### Selected gate families

Bar = 20 um.
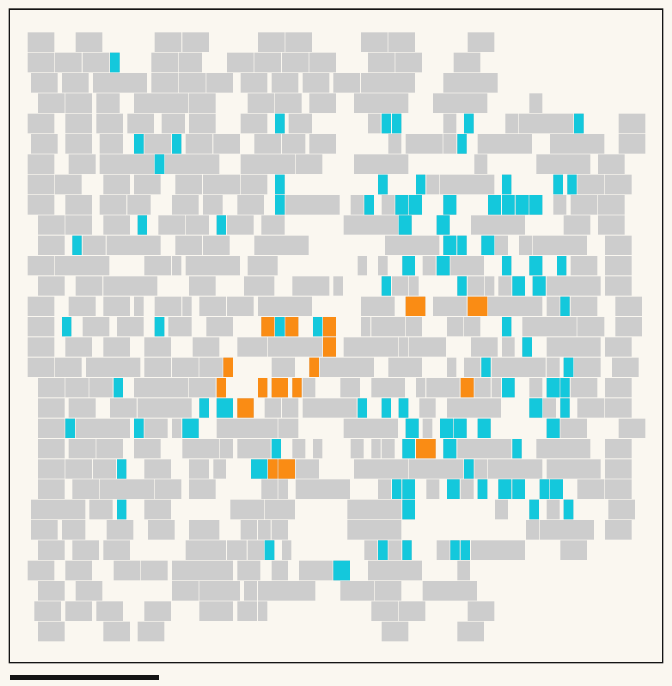
### Signal wires by layer

Bar = 20 um.
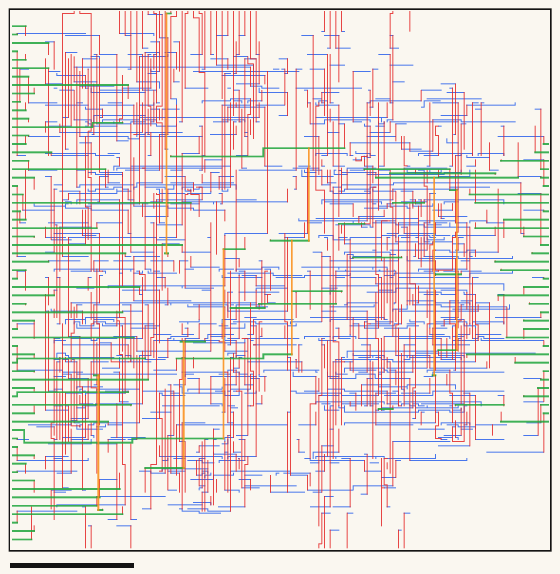
### Clock distribution

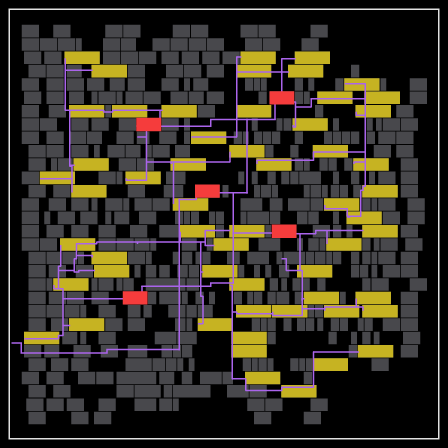
### Routing congestion map

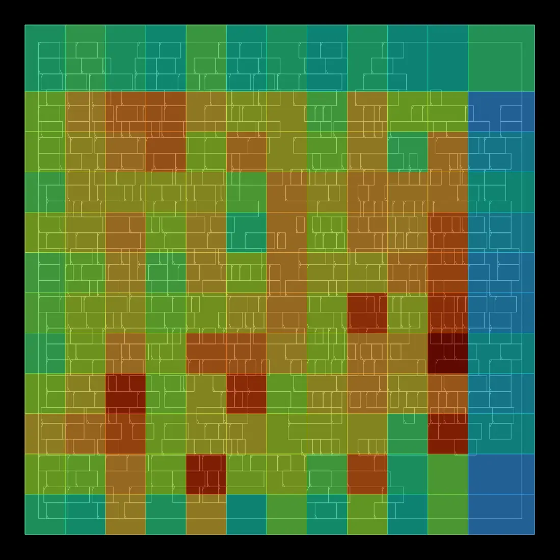
<file path="config.mk">
export PLATFORM = sky130hd
export DESIGN_NAME = mem_access_arbiter
export DESIGN_NICKNAME = d
export VERILOG_FILES = /design/src/rtl/mem_arb_pkg.sv /design/src/rtl/rr_picker.sv /design/src/rtl/mem_access_arbiter.sv
export SDC_FILE = /design/constraint.sdc
export NUM_CORES = 1
export LEC_CHECK = 0
export CAP_MARGIN = 10
export CORE_MARGIN = 2
export CORE_UTILIZATION = 41
export DETAILED_ROUTE_END_ITERATION = 6
export GPL_TIMING_DRIVEN = 0
export PLACE_DENSITY = 0.81
export SLEW_MARGIN = 25
export SYNTH_ARGS = -nofsm -noshare
export SYNTH_HDL_FRONTEND = slang
export SYNTH_SLANG_ARGS = --single-unit
</file>
<file path="constraint.sdc">
create_clock -name sm_clk -period 3.83 [get_ports sm_clk]
set_input_delay 0.5745 -clock sm_clk [delete_from_list [all_inputs] [get_ports sm_clk]]
set_output_delay 0.5745 -clock sm_clk [all_outputs]
set_load 0.05 [all_outputs]
</file>
<file path="src/rtl/mem_arb_pkg.sv">
// Shared types and the rotating-priority search used by the S-array memory arbiter.
// Purely declarative: no state, no clocking.
package mem_arb_pkg;

    typedef enum logic [2:0] {
        IDLE    = 3'd0,
        ISSUE   = 3'd1,
        WAIT    = 3'd2,
        CAPTURE = 3'd3,
        ACK     = 3'd4
    } state_t;

    // Upper bound on the client count the search function can handle.
    localparam int MAX_CLIENTS = 32;
    localparam int MAX_IDX_W   = $clog2(MAX_CLIENTS);

    // First set request bit scanning last+1, last+2, ... modulo n; -1 when none.
    // Walking the offsets downward lets the nearest hit overwrite farther ones.
    function automatic int next_grant(input logic [MAX_CLIENTS-1:0] req,
                                      input int                     last,
                                      input int                     n);
        int win;
        int idx;
        win = -1;
        for (int i = MAX_CLIENTS; i >= 1; i--) begin
            if (i <= n) begin
                idx = last + i;
                if (idx >= n) begin
                    idx = idx - n;
                end
                if (req[idx[MAX_IDX_W-1:0]]) begin
                    win = idx;
                end
            end
        end
        return win;
    endfunction

endpackage

</file>
<file path="src/rtl/rr_picker.sv">
// Combinational round-robin winner selection: zero latency.
// No backpressure; winner_o is meaningful only while found_o is high.
module rr_picker
    import mem_arb_pkg::*;
#(
    parameter int NUM_CLIENTS = 4,
    parameter int IDX_W       = $clog2(NUM_CLIENTS)
) (
    input  logic [NUM_CLIENTS-1:0] req_i,
    input  logic [IDX_W-1:0]       last_i,
    output logic                   found_o,
    output logic [IDX_W-1:0]       winner_o
);

    assign found_o  = |req_i;
    assign winner_o = found_o
                    ? IDX_W'(next_grant(MAX_CLIENTS'(req_i), int'(last_i), NUM_CLIENTS))
                    : '0;

endmodule

</file>
<file path="src/rtl/mem_access_arbiter.sv">
// Round-robin time-sharing of the single-port S-array RAM; ack at T0+RD_LATENCY+2.
// Requests are held by clients until ack; inputs are sampled only while idle.
module mem_access_arbiter
    import mem_arb_pkg::*;
#(
    parameter  int NUM_CLIENTS = 4,
    parameter  int ADDR_W      = 8,
    parameter  int DATA_W      = 8,
    parameter  int RD_LATENCY  = 2,
    localparam int IDX_W       = $clog2(NUM_CLIENTS)
) (
    input  logic                          sm_clk,
    input  logic                          reset,
    input  logic [NUM_CLIENTS-1:0]        req,
    input  logic [NUM_CLIENTS-1:0]        wren_i,
    input  logic [NUM_CLIENTS*ADDR_W-1:0] addr_i,
    input  logic [NUM_CLIENTS*DATA_W-1:0] wdata_i,
    output logic [NUM_CLIENTS-1:0]        ack,
    output logic [NUM_CLIENTS*DATA_W-1:0] rdata_o,
    output logic                          mem_wren,
    output logic [ADDR_W-1:0]             mem_addr,
    output logic [DATA_W-1:0]             mem_wdata,
    input  logic [DATA_W-1:0]             mem_rdata,
    output logic [IDX_W-1:0]              grant_idx,
    output logic                          busy
);

    localparam int               CNT_W    = (RD_LATENCY > 2) ? $clog2(RD_LATENCY) : 1;
    localparam logic [IDX_W-1:0] LAST_RST = IDX_W'(NUM_CLIENTS - 1);

    state_t                          state_q, state_d;
    logic [IDX_W-1:0]                grant_q, grant_d;
    logic [IDX_W-1:0]                last_q, last_d;
    logic [ADDR_W-1:0]               addr_q, addr_d;
    logic [DATA_W-1:0]               wdata_q, wdata_d;
    logic                            wren_q, wren_d;
    logic [CNT_W-1:0]                cnt_q, cnt_d;
    logic [NUM_CLIENTS*DATA_W-1:0]   rdata_q, rdata_d;
    logic                            found;
    logic [IDX_W-1:0]                winner;

    rr_picker #(
        .NUM_CLIENTS (NUM_CLIENTS),
        .IDX_W       (IDX_W)
    ) u_picker (
        .req_i    (req),
        .last_i   (last_q),
        .found_o  (found),
        .winner_o (winner)
    );

    always_ff @(posedge sm_clk) begin
        if (reset) begin
            state_q <= IDLE;
            grant_q <= '0;
            last_q  <= LAST_RST;
            addr_q  <= '0;
            wdata_q <= '0;
            wren_q  <= 1'b0;
            cnt_q   <= '0;
            rdata_q <= '0;
        end else begin
            state_q <= state_d;
            grant_q <= grant_d;
            last_q  <= last_d;
            addr_q  <= addr_d;
            wdata_q <= wdata_d;
            wren_q  <= wren_d;
            cnt_q   <= cnt_d;
            rdata_q <= rdata_d;
        end
    end

    always_comb begin
        state_d  = state_q;
        grant_d  = grant_q;
        last_d   = last_q;
        addr_d   = addr_q;
        wdata_d  = wdata_q;
        wren_d   = wren_q;
        cnt_d    = cnt_q;
        rdata_d  = rdata_q;
        mem_wren = 1'b0;
        ack      = '0;
        case (state_q)
            IDLE: begin
                if (found) begin
                    grant_d = winner;
                    last_d  = winner;
                    addr_d  = addr_i[winner*ADDR_W +: ADDR_W];
                    wdata_d = wdata_i[winner*DATA_W +: DATA_W];
                    wren_d  = wren_i[winner];
                    state_d = ISSUE;
                end
            end
            ISSUE: begin
                mem_wren = wren_q;
                if (RD_LATENCY > 1) begin
                    // WAIT lasts RD_LATENCY-1 cycles: counts down to zero inclusive.
                    cnt_d   = CNT_W'(RD_LATENCY - 2);
                    state_d = WAIT;
                end else begin
                    state_d = CAPTURE;
                end
            end
            WAIT: begin
                if (cnt_q == '0) begin
                    state_d = CAPTURE;
                end else begin
                    cnt_d = cnt_q - CNT_W'(1);
                end
            end
            CAPTURE: begin
                if (!wren_q) begin
                    rdata_d[grant_q*DATA_W +: DATA_W] = mem_rdata;
                end
                state_d = ACK;
            end
            ACK: begin
                ack[grant_q] = 1'b1;
                state_d      = IDLE;
            end
            default: begin
                state_d = IDLE;
            end
        endcase
    end

    assign mem_addr  = addr_q;
    assign mem_wdata = wdata_q;
    assign grant_idx = grant_q;
    assign rdata_o   = rdata_q;
    assign busy      = (state_q != IDLE);

endmodule
</file>
==> flow_metrics.py <==
# Physical implementation metrics
metrics = {
    "status": {
        "status": "finished, final reports clean",
    },
    "final_timing": {
        "setup_slack_ns": 0.718,
        "max_freq_mhz": 321,
        "tightest_slew_ns": 0.826,
        "slew_headroom_pct": 44.5,
        "rsz0062_at_grt": "false",
        "slew_violations": 0,
        "setup_tns_ns": 0,
        "period_used_pct": 81.3,
        "hold_viol_final": 0,
    },
    "global_route": {
        "antenna_found_initial": 0,
        "grt-ovfl-total": 0,
        "grt_pass1_wl_mm": 13.3,
    },
    "clock_tree": {
        "h-tree-depth": 2,
        "clk_pin_slew_ns": 0.10,
        "cts.sinks": 56,
        "cts_root_buf": "clkbuf_8",
        "cts_tree": "done",
        "cts_resized": 0,
        "clockBufferDepth": 2,
    },
    "critical_path": {
        "worstSetupPathType": "reg -> reg",
        "crit_path_cell_trace": "buf_6 > inv_1 > ha_1 > a21boi_0 > and2_1 > o21ai_1 > a31oi_1 > nand2b_1 > buf_1 > clkbuf_1 > o221ai_1",
        "path_buffers": 4,
        "crit_family": "buffers and inverters",
        "worst_ep_required_time_ns": 4.01,
        "critPathMaxStageDelay_ns": 0.47,
        "critPathLaunchType": "flop",
        "cp-end-kind": "flop",
        "reg2reg_from": "last_q[0]$_SDFFE_PP1P_",
        "crit_path_start": "last_q[0]$_SDFFE_PP1P_",
    },
    "die": {
        "die_w_um": 87.3,
        "fp_util_pct": 42.1,
        "num_rows": 30,
        "ios": 138,
        "die_h_um": 87.3,
        "die-area_mm2": 0.00762,
    },
    "finish": {
        "n_fill_cell": 612,
        "finalNetCount": 561,
        "syn2layout_area_growth_pct": 54.9,
        "antennaDiodeCount": 0,
        "layout-drive-gt1-share_pct": 3.42,
    },
    "route": {
        "final_antenna_net_count": 0,
        "post-route-drc-count": 0,
        "vias_per_cell": 5.33,
        "met2_length_mm": 4.10,
        "wl_mm": 8.58,
        "met3WireLength_um": 837,
        "drtPass1Iterations": 4,
        "drt-initial-drc-count": 87,
    },
    "logic_synthesis": {
        "async_flop_share_pct": 0,
        "synth.net_count": 417,
        "edf_count": 0,
        "syn_inst": 323,
        "synth_top_cell_by_count": "nand2_1",
        "yosys_warnings": 0,
        "ys_area_mm2": 0.00284,
        "avgSynthCellArea_um2": 8.80,
        "ys_cells": 323,
        "synth_cell_types": 36,
    },
    "hold_path": {
        "hold_path.startpoint": "rdata_o[24]$_SDFFE_PP0P_",
    },
    "placed_design": {
        "io_buffers": 137,
        "place_ws_ns": 0.578,
    },
    "power_and_ir_drop": {
        "ir_drop_mv": 0.357,
        "p_int_w": 0.00156,
        "power_density_mw_per_mm2": 631,
        "p_comb_share_pct": 61.4,
        "leakage_nw": 1.65,
        "top_power_group": "combinational logic",
        "p_switching_w": 0.00122,
        "swShare_pct": 43.7,
        "p_seq_w": 0.000741,
    },
    "job": {
        "drv_cap": 0,
        "warning_count": 36,
    },
}
Notes on 'Selected gate families' above:
- NOR gates: orange (cells 17; most used nor2_1; where center)
- NAND gates: cyan (cells 95; most used nand2_1)
Comb area share: 36.5%
final non-filler cell total: 548
most used logic cell in the final layout: clkdlybuf4s50_1

Notes on 'Signal wires by layer' above:
- met1: blue (wire length 3440 um)
- met2: red (wire length 4100 um)
- met4: orange (wire length 203 um)
- met3: green (wire length 837 um)
GRT Overall Usage: 22.3%
drt wl/cell: 15.6 um
Vias: 2920

Notes on 'Clock distribution' above:
- cells driving clock nets: red (count 5)
- flip-flops: yellow (count 56)
- clock wires: purple (length 687 um)
- flops lie: all over the die
- routed clock nets: 6
Clk. pwr: 0.000332 W
Setup Skew: 0.00847 ns
Insertion Delay late pin: 0.32 ns
Clk network pwr share: 11.9%

Notes on 'Routing congestion map' above:
M2 GR Usage: 38.2%
Top Usage Layer GRT: met2

[sequential cells by signal, summed over array words and instances (netlist names)]
signal,cells
mem_addr,8
wren_q,1
last_q,2
rdata_o,32
mem_wdata,8
grant_idx,2
state_q,3
[cell type report]
class	instances	area (um^2)	area share, %
Clock inverter	2	16.3	0.369
Clock buffer	6	72.6	1.65
Buffer	17	93.8	2.13
Tap cell	80	100	2.27
Inverter	6	22.5	0.512
Multi-Input combinational cell	244	1610	36.5
Sequential cell	56	1120	25.5
Timing Repair Buffer	137	1370	31.1
[path summary, 6_finish.rpt]
kind,to,slack (ns),cells past startpoint
max,mem_addr[4]$_SDFFE_PP0P_,0.72,11
min,rdata_o[24]$_SDFFE_PP0P_,0.46,2
max reg2reg,mem_addr[4]$_SDFFE_PP0P_,0.72,11
min reg2reg,rdata_o[24]$_SDFFE_PP0P_,0.46,2
[per-layer routing]
layer / up-vias / GRT usage [%]
met2: 136 / 38.2
met1: 1324 / 25.5
li1: 1443 / -
met3: 17 / 8.53
met4: 0 / 7.41
met5: - / 0
[cell families after synthesis]
kind of cell | share of synthesized area (%)
DFF | 39.4
buffers and inverters | 4.09
AOI/OAI and AO/OA | 14.7
xor gates and xnor gates | 0.308
muxes | 15.4
adders and majority gates | 5.28
and+or+nand+nor | 20.8
[metrics by stage]
stage               power, W  hold WS [ns]  cells  util [%]  cell area [um^2]
floorplan            0.00203         0.456    323         -              2840
global placement     0.00243         0.439    540      63.9              4310
detailed placement   0.00246         0.445    540      63.9              4310
CTS                  0.00280         0.459    548      65.2              4400
global route         0.00294         0.481    548      65.2              4400
finish               0.00278         0.458    548      65.2              4400
Power is estimated from default activity; no workload was simulated.
